File: config.mk
export PLATFORM = sky130hd
export DESIGN_NAME = fir_coeff_sched
export DESIGN_NICKNAME = d
export VERILOG_FILES = /design/src/rtl/fir_coeff_sched.sv
export SDC_FILE = /design/constraint.sdc
export NUM_CORES = 1
export LEC_CHECK = 0
export ABC_AREA = 1
export CAP_MARGIN = 40
export CORE_MARGIN = 2
export CORE_UTILIZATION = 58
export DETAILED_ROUTE_END_ITERATION = 10
export PLACE_DENSITY = 0.9
export SLEW_MARGIN = 20
export SYNTH_ARGS = -nofsm -noshare
export SYNTH_HDL_FRONTEND = slang
export SYNTH_SLANG_ARGS = --single-unit
File: constraint.sdc
create_clock -name Clk -period 36.8 [get_ports Clk]
set_input_delay 11.04 -clock Clk [delete_from_list [all_inputs] [get_ports Clk]]
set_output_delay 11.04 -clock Clk [all_outputs]
set_load 0.05 [all_outputs]
File: src/rtl/fir_coeff_sched.sv
// Coefficient scheduler for a transposed-form FIR: owns the active bank, stages reloads
// in a shadow bank, and drains the filter with zeros before swapping banks atomically.
module fir_coeff_sched #(
    parameter int NUMTAPS = 32,
    parameter int DATA_W  = 12,
    parameter int COEFF_W = 12,
    parameter int FIR_LAT = 2
) (
    input  logic                        Clk,
    input  logic                        Hlt,
    input  logic                        Cfg_Valid,
    output logic                        Cfg_Ready,
    input  logic [$clog2(NUMTAPS)-1:0]  Cfg_Addr,
    input  logic [COEFF_W-1:0]          Cfg_Data,
    input  logic                        Cfg_Commit,
    output logic                        Cmt_Err,
    input  logic                        Samp_Valid,
    output logic                        Samp_Ready,
    input  logic [DATA_W-1:0]           Samp_Data,
    output logic [DATA_W-1:0]           Fir_Din,
    output logic [NUMTAPS*COEFF_W-1:0]  Fir_Coeff,
    output logic                        Out_Valid,
    output logic                        Busy,
    output logic                        Underrun
);

    localparam int FILL_MAX = NUMTAPS + FIR_LAT;
    localparam int CW       = $clog2(FILL_MAX + 1);

    // First half of the symmetric default response; the second half mirrors it.
    localparam int DEF_HALF [16] = '{-3, 0, 1, 4, 10, 19, 31, 46,
                                     64, 83, 103, 123, 141, 156, 167, 173};

    typedef enum logic {RUN, FLUSH} state_t;

    state_t               state, state_nxt;
    logic [CW-1:0]        fill_cnt, fill_nxt;
    logic [CW-1:0]        flush_cnt;
    logic [NUMTAPS-1:0]   mask, mask_wr;
    logic [COEFF_W-1:0]   shadow [NUMTAPS];
    logic [COEFF_W-1:0]   active [NUMTAPS];
    logic                 cfg_wr;
    logic                 flush_last;
    logic                 commit_ok;
    logic                 cmt_err_nxt;

    function automatic logic [COEFF_W-1:0] def_tap(input int unsigned k);
        int unsigned m;
        m = (k < NUMTAPS / 2) ? k : NUMTAPS - 1 - k;
        return (m < 16) ? COEFF_W'(DEF_HALF[m[3:0]]) : '0;
    endfunction

    assign Samp_Ready = (state == RUN);
    assign Cfg_Ready  = (state == RUN);
    assign Busy       = (state == FLUSH);

    always_comb begin
        Fir_Coeff = '0;
        for (int unsigned k = 0; k < NUMTAPS; k++) begin
            Fir_Coeff[k*COEFF_W +: COEFF_W] = active[k];
        end
    end

    // Commit sees the mask with this cycle's shadow write already folded in.
    always_comb begin
        cfg_wr  = Cfg_Valid & Cfg_Ready;
        mask_wr = mask;
        if (cfg_wr) begin
            mask_wr[Cfg_Addr] = 1'b1;
        end
    end

    always_comb begin
        state_nxt   = state;
        commit_ok   = 1'b0;
        cmt_err_nxt = 1'b0;
        flush_last  = (state == FLUSH) && (flush_cnt == CW'(FILL_MAX - 1));
        fill_nxt    = fill_cnt;
        case (state)
            RUN: begin
                if (fill_cnt != CW'(FILL_MAX)) begin
                    fill_nxt = fill_cnt + CW'(1);
                end
                if (Cfg_Commit) begin
                    if (&mask_wr) begin
                        state_nxt = FLUSH;
                        commit_ok = 1'b1;
                    end else begin
                        cmt_err_nxt = 1'b1;
                    end
                end
            end
            FLUSH: begin
                cmt_err_nxt = Cfg_Commit;
                if (flush_last) begin
                    state_nxt = RUN;
                    fill_nxt  = '0;
                end
            end
            default: state_nxt = RUN;
        endcase
    end

    always_ff @(posedge Clk) begin
        if (Hlt) begin
            state     <= RUN;
            fill_cnt  <= '0;
            flush_cnt <= '0;
            mask      <= '0;
            Fir_Din   <= '0;
            Out_Valid <= 1'b0;
            Cmt_Err   <= 1'b0;
            Underrun  <= 1'b0;
            for (int unsigned k = 0; k < NUMTAPS; k++) begin
                shadow[k] <= '0;
                active[k] <= def_tap(k);
            end
        end else begin
            state     <= state_nxt;
            fill_cnt  <= fill_nxt;
            Cmt_Err   <= cmt_err_nxt;
            Out_Valid <= (state_nxt == RUN) && (fill_nxt == CW'(FILL_MAX));
            mask      <= mask_wr;
            if (cfg_wr) begin
                shadow[Cfg_Addr] <= Cfg_Data;
            end
            if (state == RUN) begin
                Fir_Din <= Samp_Valid ? Samp_Data : '0;
                if (!Samp_Valid) begin
                    Underrun <= 1'b1;
                end
                if (commit_ok) begin
                    flush_cnt <= '0;
                end
            end else begin
                Fir_Din   <= '0;
                flush_cnt <= flush_cnt + CW'(1);
                // Filter is fully drained of old-bank products: swap the whole bank in one edge.
                if (flush_last) begin
                    mask     <= '0;
                    Underrun <= 1'b0;
                    for (int unsigned k = 0; k < NUMTAPS; k++) begin
                        active[k] <= shadow[k];
                    end
                end
            end
        end
    end

endmodule

==> notes.md <==
yosys + openroad results -> outcome=finished clean, clock buffers=95, # rows=84, yosys stat area=30700 um^2, Non-Clock Buffer Area Fraction=0.125, largest area contributor in the netlist=edfxtp_1, Synth top area share=0.750, Yosys cell types=32, crit-path most repeated cell=buf_12, design area=38500 um^2, FFs w/ async S/R, synth=0, MI comb cells=1090, Pwr Density=52.7 nW/um^2, final WL=79.3 mm, Largest regs=active x384, shadow x384, mask x32, Synth top cell by count=edfxtp_1, Detailed Routing Iterations Pass 1=8, Basic Gates by Area=0.142, ys flop type=edfxtp_1, type of the most critical hold path=reg -> reg, Clk pwr share=0.395, cycle use final=0.406, crit-path max FO=168, H-Tree Depth=3, CTS buffer count=80, Worst Hold End=mask[22]$_SDFF_PP0_, Worst Tran Pin Value=981 ps, first-pass GRT wire length=114 mm, hold depth=2, synth cell count leaders=edfxtp_1 (768), nor2_1 (693), inv_1 (335), Non-clk bufs=458, leakage power=0.0147 uW, Tapcells=688, number of diodes=1, CP Capture Point=active[1][12]$_SDFFCE_PN1P_, FA/HA/MAJ Cells, Area Fraction=0.00163, Final Net Count=2835, Cell area leaders=edfxtp_1 (75%), nor2_1 (8.5%), inv_1 (4.1%), CP Cell Sequence=buf_4 -> clkinv_2 -> buf_12 -> nand2_4 -> buf_12 -> buf_12 -> buf_4 -> buf_16, number of fill cells in the layout=2915, area fraction in mux cells=0, IO Count=436
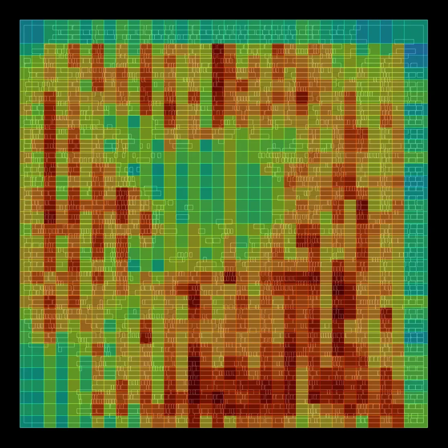
**Above:** track usage over the die.
final core occ: 0.734
busiest layer in global routing: met2
met1 Use GR: 0.341
average wire per standard cell: 22.4 um
GR Util met3: 0.0644

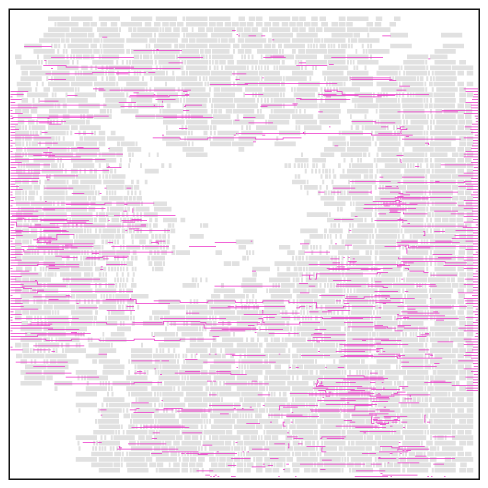
**Above:** signal wires on met3.
Scale: 2 px per um. Cells faint in the background.
- wire length on this layer: 8070 um
- nets with wire on the layer: 496
- main direction: horizontal
- longest straight run: 74.5 um

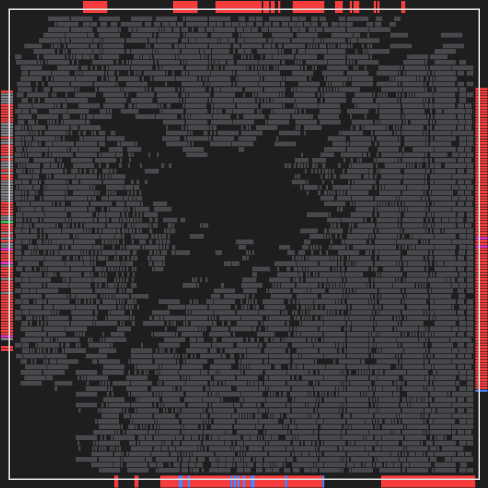
**Above:** pin placement.
Scale: 2 px per um. Pins as bars across the die edge, other pins in gray.
- blue: Cfg_Data (pins 12; direction input; edge 11 bottom, 1 right)
- green: Cmt_Err (pins 1; direction output; edge left)
- magenta: Cfg_Addr (pins 5; direction input; edge 3 left, 2 right)
- red: Fir_Coeff (pins 384; direction output; edge 133 bottom, 109 right, 86 top, 56 left)
- all pins by edge: 144 bottom, 112 right, 94 left, 86 top

Power figures rest on the tool's default switching activity, not on a simulated workload.
